## src/rtl/counter_pkg.sv

```systemverilog
// counter_pkg
//   Shared definitions for the counter family: FSM state encoding and the
//   default sizing constants used by modulo_up_counter and tick_prescaler.
//   No ports.

package counter_pkg;

   // Encoding 2'd3 is unused; the counter FSM recovers from it to IDLE.
   typedef enum logic [1:0] {
      IDLE = 2'd0,
      RUN  = 2'd1,
      DONE = 2'd2
   } state_e;

   localparam int unsigned CNT_N_DEFAULT      = 3;
   localparam int unsigned PRESCALE_W_DEFAULT = 8;

endpackage : counter_pkg

```

## src/rtl/tick_prescaler.sv

```systemverilog
// tick_prescaler
//   Divides the clock into a tick strobe: one tick every div+1 clocks.
//   div = 0 ticks on every clock. clear restarts the phase from zero.
// Ports
//   clock  in   clock, all state on posedge
//   reset  in   asynchronous active-high reset
//   clear  in   synchronous phase clear; suppresses tick while high
//   div    in   [PRESCALE_W-1:0] divisor minus one
//   tick   out  strobe, high on the last clock of each div+1 period

module tick_prescaler
   import counter_pkg::*;
#(
   parameter int unsigned PRESCALE_W = PRESCALE_W_DEFAULT
) (
   input  logic                  clock,
   input  logic                  reset,
   input  logic                  clear,
   input  logic [PRESCALE_W-1:0] div,
   output logic                  tick
);

   logic [PRESCALE_W-1:0] cnt_q, cnt_d;
   logic                  at_end;

   assign at_end = (cnt_q == div);
   assign tick   = at_end && !clear;

   always_comb begin
      cnt_d = cnt_q + PRESCALE_W'(1);
      if (clear || at_end) begin
         cnt_d = '0;
      end
   end

   always_ff @(posedge clock or posedge reset) begin
      if (reset) begin
         cnt_q <= '0;
      end else begin
         cnt_q <= cnt_d;
      end
   end

endmodule : tick_prescaler

```

## src/rtl/modulo_up_counter.sv

```systemverilog
// modulo_up_counter
//   Programmable modulo up counter. Counts 0..limit then wraps to 0
//   (free-running) or halts at limit (one-shot). A 3-state FSM
//   (IDLE/RUN/DONE) handles start/stop; tc is a registered one-cycle
//   terminal-count pulse. All outputs are registered.
//   Optional feature macro: MODULO_UP_COUNTER_PRESCALE_EN adds the presc_div
//   port and a tick_prescaler; otherwise the counter ticks every clock.
// Ports
//   clock      in   clock, all state on posedge
//   reset      in   asynchronous active-high reset
//   start      in   launch from IDLE/DONE (ignored in RUN, loses to stop)
//   stop       in   abort to IDLE, count cleared
//   one_shot   in   sampled at launch: 1 = halt at limit, 0 = wrap
//   limit      in   [N:0] terminal value, sampled at launch
//   presc_div  in   [PRESCALE_W-1:0] tick every presc_div+1 clocks (macro only)
//   count      out  [N:0] current count
//   tc         out  one-cycle terminal-count pulse
//   busy       out  high in RUN
//   done       out  high in DONE

module modulo_up_counter
   import counter_pkg::*;
#(
   parameter int unsigned N          = CNT_N_DEFAULT,
   parameter int unsigned PRESCALE_W = PRESCALE_W_DEFAULT
) (
   input  logic                  clock,
   input  logic                  reset,
   input  logic                  start,
   input  logic                  stop,
   input  logic                  one_shot,
   input  logic [N:0]            limit,
`ifdef MODULO_UP_COUNTER_PRESCALE_EN
   input  logic [PRESCALE_W-1:0] presc_div,
`endif
   output logic [N:0]            count,
   output logic                  tc,
   output logic                  busy,
   output logic                  done
);

   state_e     state_q, state_d;
   logic [N:0] count_q, count_d;
   logic [N:0] limit_q, limit_d;
   logic       one_shot_q, one_shot_d;
   logic       tc_q, tc_d;
   logic       busy_q, busy_d;
   logic       done_q, done_d;
   logic       launch;
   logic       tick;

`ifdef MODULO_UP_COUNTER_PRESCALE_EN
   logic [PRESCALE_W-1:0] div_q, div_d;
   logic                  presc_clear;

   // Phase restarts whenever the counter is not running or is being stopped,
   // so every launch begins a full presc_div+1 period.
   assign presc_clear = (state_q != RUN) || stop;
   assign div_d       = launch ? presc_div : div_q;

   always_ff @(posedge clock or posedge reset) begin
      if (reset) begin
         div_q <= '0;
      end else begin
         div_q <= div_d;
      end
   end

   tick_prescaler #(
      .PRESCALE_W (PRESCALE_W)
   ) u_tick_prescaler (
      .clock (clock),
      .reset (reset),
      .clear (presc_clear),
      .div   (div_q),
      .tick  (tick)
   );
`else
   logic unused_presc_w;

   assign tick           = 1'b1;
   assign unused_presc_w = (PRESCALE_W != 0);
`endif

   always_comb begin
      state_d    = state_q;
      count_d    = count_q;
      limit_d    = limit_q;
      one_shot_d = one_shot_q;
      tc_d       = 1'b0;
      launch     = 1'b0;

      case (state_q)
         IDLE: begin
            count_d = '0;
            launch  = start && !stop;
         end
         RUN: begin
            if (stop) begin
               // Any terminal count due this cycle is dropped.
               state_d = IDLE;
               count_d = '0;
            end else if (tick) begin
               if (count_q == limit_q) begin
                  tc_d = 1'b1;
                  if (one_shot_q) begin
                     state_d = DONE;
                  end else begin
                     count_d = '0;
                  end
               end else begin
                  count_d = count_q + (N+1)'(1);
               end
            end
         end
         DONE: begin
            if (stop) begin
               state_d = IDLE;
               count_d = '0;
            end else begin
               launch = start;
            end
         end
         default: begin
            state_d = IDLE;
            count_d = '0;
         end
      endcase

      if (launch) begin
         state_d    = RUN;
         count_d    = '0;
         limit_d    = limit;
         one_shot_d = one_shot;
      end
   end

   assign busy_d = (state_d == RUN);
   assign done_d = (state_d == DONE);

   always_ff @(posedge clock or posedge reset) begin
      if (reset) begin
         state_q    <= IDLE;
         count_q    <= '0;
         limit_q    <= '0;
         one_shot_q <= 1'b0;
         tc_q       <= 1'b0;
         busy_q     <= 1'b0;
         done_q     <= 1'b0;
      end else begin
         state_q    <= state_d;
         count_q    <= count_d;
         limit_q    <= limit_d;
         one_shot_q <= one_shot_d;
         tc_q       <= tc_d;
         busy_q     <= busy_d;
         done_q     <= done_d;
      end
   end

   assign count = count_q;
   assign tc    = tc_q;
   assign busy  = busy_q;
   assign done  = done_q;

endmodule : modulo_up_counter

```

## config.mk

```make
export PLATFORM = sky130hd
export DESIGN_NAME = modulo_up_counter
export DESIGN_NICKNAME = d
export VERILOG_FILES = /design/src/rtl/counter_pkg.sv /design/src/rtl/tick_prescaler.sv /design/src/rtl/modulo_up_counter.sv
export SDC_FILE = /design/constraint.sdc
export NUM_CORES = 1
export LEC_CHECK = 0
export ABC_AREA = 1
export CAP_MARGIN = 20
export CORE_MARGIN = 3
export CORE_UTILIZATION = 30
export DETAILED_ROUTE_END_ITERATION = 8
export PLACE_DENSITY = 0.59
export SLEW_MARGIN = 15
export SYNTH_ARGS = -nofsm -noshare
export SYNTH_HDL_FRONTEND = slang
export SYNTH_HIERARCHICAL = 1
export SYNTH_SLANG_ARGS = --single-unit
```

## constraint.sdc

```tcl
create_clock -name clock -period 1.7 [get_ports clock]
set_input_delay 0.34 -clock clock [delete_from_list [all_inputs] [get_ports clock]]
set_output_delay 0.34 -clock clock [all_outputs]
set_load 0.1 [all_outputs]
```

### Routing congestion, run 1

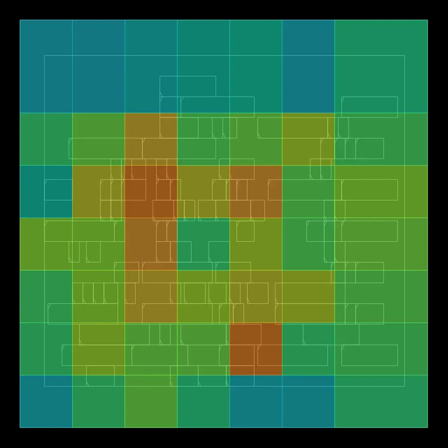
total routing resource utilization after global routing: 11.76%
met2 usage: 18.37%

### A small window of the routed layout, run 1

Window x 12 to 42, y 1 to 31 um. Cells in gray, sequential cells in the stronger gray; small squares are vias.
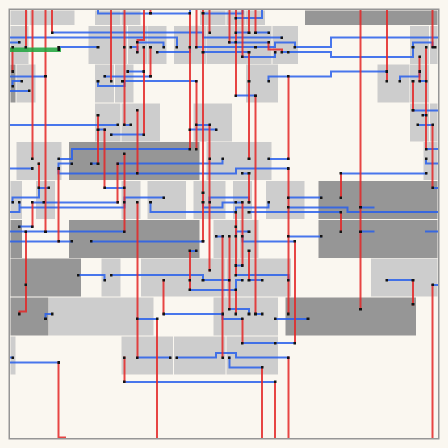
met3 -> green
met2 -> red
met1 -> blue
cells with their middle in the window = 44
netlist names of flops here include = limit_q (2), state_q (2)
sequential cells in the window = 6
most frequent = nand2_1 (7), dfrtp_1 (6), inv_1 (4)

### Routed metal per tile, run 1

Scale: 6 px per um. The die is cut into 11 by 11 equal tiles; white is low, dark blue is high, scaled to the fullest tile. Values are wire area over tile area, all layers added.
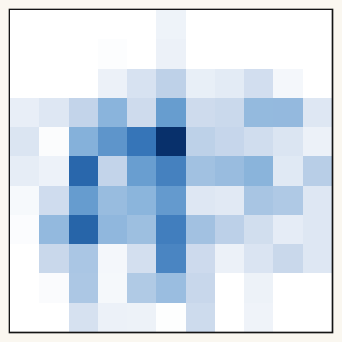
mean over tiles = 0.072
nearly empty tiles = 30%
tiles over half the peak = 9.9%
Final Routed Wirelength: 1327 um
average wire per cell in the routed design: 10.53 um
detailed-route via count: 534

==> impl_metrics.ini, run 1 <==
; implementation run metrics
[synth]
post_synth_inst_count = 78
synth.area.mux_share_pct = 0
postSynthNetCount = 88
synth_cell_types = 16
synthArstFlopShare_pct = 100.0

[floorplanning]
vertical_die_dimension_um = 53.63
well_tap_count = 27

[final_timing]
fin_crit_sh_pct = 74.93
slew_viol_final = 0
minimum_period_implied_by_the_final_worst_setup_slack_ns = 1.274

[pwr]
total_power_uw = 812.6
powerDensity_nw_per_um2 = 820.0
power.internal_uw = 571.2
seq_power_share_pct = 47.6

[place]
place_area_um2 = 954.7
buffers_added_on_ports = 15

[setup_path]
critical_path.endpoint_type = flop
crit_path_cell_trace = clkdlybuf4s50_1 > inv_2 > nand3_1 > nand4_2 > nand2_2 > nand2_1 > nand2_1

[outcome]
status = finished clean

[cts]
cts_setup_buffers = 0

[detailed_routing]
drt_first_iter_violations = 5

[global_routing]
global_route_wire_length_before_repair_um = 2380
-- run 1: how the worst max path moves through the flow --
stage                    startpoint                   end  slack, ns  depth (start not counted)
2_1_floorplan  count[3]$_DFFE_PP0P_        busy$_DFF_PP0_       0.23                          7
3_3_place_gp                   stop  count[3]$_DFFE_PP0P_       0.17                          6
3_5_place_dp                   stop  count[2]$_DFFE_PP0P_       0.16                          7
4_1_cts        count[2]$_DFFE_PP0P_              count[2]       0.42                          1
5_1_grt        count[0]$_DFFE_PP0P_  count[3]$_DFFE_PP0P_       0.32                          8
6_report                       stop  count[2]$_DFFE_PP0P_       0.43                          7
-- run 1: per-layer routing --
metal | vias up | routed length (um) | part of all wire, % | track usage (%)
met5 | - | 0 | 0 | 0
met4 | 0 | 27 | 2.0 | 8.936
met3 | 2 | 43 | 3.2 | 0.8310
met2 | 10 | 629 | 47 | 18.37
met1 | 236 | 627 | 47 | 15.07
li1 | 286 | - | - | -
-- run 1: power by group through the flow --
stage	registers (uW)	logic, uW	clock network (uW)
after floorplan	430	87.8	0
after detailed placement	394	198	0
after CTS	387	199	243
after global routing	393	219	259
after global placement	394	195	0
final	387	195	231
-- run 1: sequential cells by signal (all words and copies together), names as in the netlist --
| name | cells |
|---|---|
| done | 1 |
| busy | 1 |
| tc | 1 |
| state_q | 2 |
| count | 4 |
| limit_q | 4 |
| one_shot_q | 1 |
-- run 1: cells in the final DEF (no fill, tap or decap), drive strengths merged, types with 2 or more instances in the layout --
cell,instances
nand4,2
dfrtp,14
nand3,6
a21oi,5
inv,12
nor2,7
xor2,2
buf,10
nand2,25
clkbuf,4
clkdlybuf4s50,8
==> inputs of run 2 (changes only) <==
PLACE_DENSITY = 0.61   (was 0.59)
clock period = 1 ns   (was 1.7 ns; I/O delays follow)
### Routing congestion, run 2

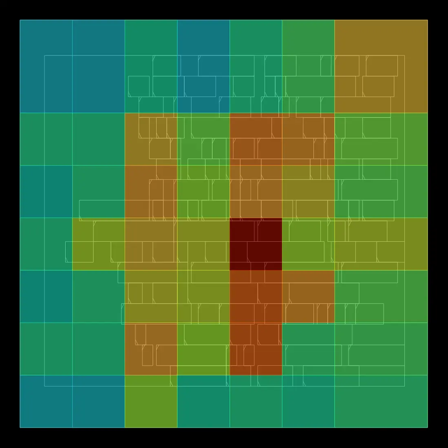
global-route track usage on met3: 3.324%
met2 usage: 26.12%
global route hottest layer: met2
met1 track utilization from global routing: 15.70%

==> impl_metrics.ini, run 2 <==
; implementation run metrics
[outcome]
status = complete, but fails checks
failing_checks = setup timing

[detailed_routing]
route.met2.wl_um = 1024
detail_route.wirelength_um = 1738
drt_first_iter_violations = 10
drt-met1-wl_um = 639
wl_per_cell_um = 12.24
routed-via-count = 652
dr.max_layer_used = met3
wl_met3_um = 74

[setup_path]
crit_path_cell_trace = buf_6 > buf_12
critical_path_startpoint = count[1]$_DFFE_PP0P_
critical_path.endpoint_type = primary output
setup.worst_path.class = reg -> out

[final_layout]
mostFrequentLayoutCells = 16 x sky130_fd_sc_hd__nand2_1, 11 x sky130_fd_sc_hd__buf_4, 9 x sky130_fd_sc_hd__buf_12

[synth]
post_synth_inst_count = 78
synth.area.mux_share_pct = 0
postSynthNetCount = 88
synth_cell_types = 16
synthArstFlopShare_pct = 100.0

[pwr]
powerDensity_nw_per_um2 = 1218
total_power_uw = 1581

[place]
finalWeightedCongestion = 0.7815
buffers_added_on_ports = 15

[flow_run]
warning_count = 29

[global_routing]
track_usage_pct = 14.01
grt-ovfl-total = 0
global_route_wire_length_before_repair_um = 2877

[final_timing]
fin_crit_sh_pct = 128.5
slew_viol_final = 0
minimum_period_implied_by_the_final_worst_setup_slack_ns = 1.285
finalSetupViolations = 21
worst_slack_ns = -0.2849

[cts]
ctsHtreeMaxLevel = 1
cts_tree = built
clkTransAtPathRegs_ns = 0.09

[floorplanning]
die_w_um = 53.63
vertical_die_dimension_um = 53.63
### Selected gate families, run 2

Scale: 12 px per um.
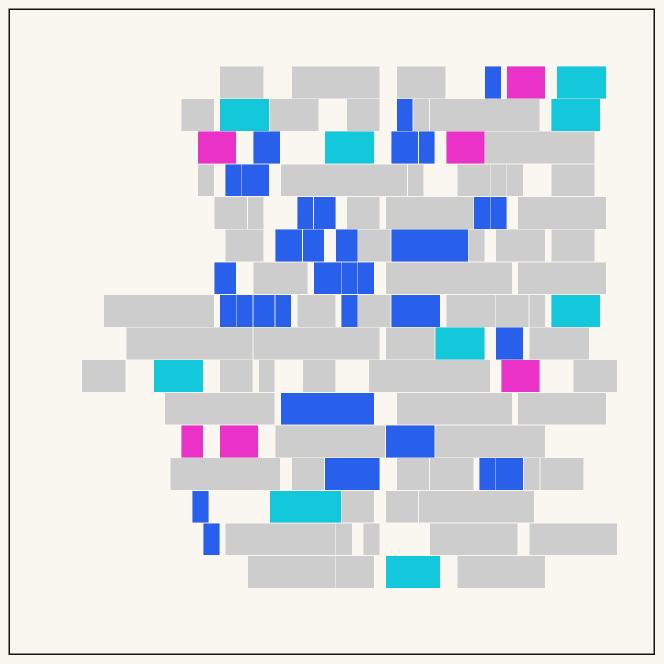
NOR gates -> cyan  # cells 9, most used nor2_4
inverting AOI/OAI gates -> magenta  # cells 6, most used a21oi_2
NAND gates -> blue  # cells 33, most used nand2_1
Finished Layout Cells: 142
top logic cell by instance count in the layout: sky130_fd_sc_hd__nand2_1

run 2: cell counts after synthesis:
No cell type changed its count.
run 2: path summary, 6_finish.rpt:
kind                                                to  slack [ns]  cells past startpoint
worst max-delay path                          count[1]       -0.28                      2
worst min-delay path                      tc$_DFF_PP0_        0.22                      3
worst max register to register    state_q[0]$_DFF_PP0_       -0.26                      6
worst min register to register  limit_q[0]$_DFFE_PP0P_        0.55                      2
max in group asynchronous         count[1]$_DFFE_PP0P_        0.65                      3
min in group clock                        tc$_DFF_PP0_        0.32                      2
run 2: metal layers:
layer  track usage (%)  vias to the layer above
li1                  -                      320
met1             15.70                      318
met2             26.12                       14
met3             3.324                        0
met4             3.830                        0
met5                 0                        -
run 2: final cells by class:
type | count | area, um2
Multi-Input combinational cell | 51 | 389.1
Sequential cell | 14 | 367.9
Inverter | 12 | 45.04
Tap cell | 27 | 33.78
Fill cell | 162 | 764.5
Timing Repair Buffer | 34 | 425.4
Clock buffer | 4 | 36.28
run 2: what timing repair did:
item,CTS,global route
resized,19,15
buffers inserted,2,2
cloned,1,0
setup endpoints to repair,21,21
pin swaps,9,9
run 2: worst min-delay path, cell delays in order:
cell and delay (ns):
sky130_fd_sc_hd__clkdlybuf4s50_1 0.40, sky130_fd_sc_hd__inv_1 0.10, sky130_fd_sc_hd__buf_12 0.15
run 2: power by group:
part           switching [uW]  internal, uW
logic                     289           218
clock network             189           222
registers                39.5           623
run 2: through the flow:
step	hold slack (ns)	cell area, um2	setup slack [ns]	utilization, %
6_report	0.2200	1297	-0.2849	62.92
5_1_grt	0.2437	1297	-0.3347	62.92
4_1_cts	0.2265	1222	-0.2851	59.28
3_5_place_dp	0.5255	1080	-0.4004	52.37
3_3_place_gp	0.5229	1080	-0.3785	52.37
2_1_floorplan	0.08917	703.2	-0.3293	-
Power is estimated from default activity; no workload was simulated.
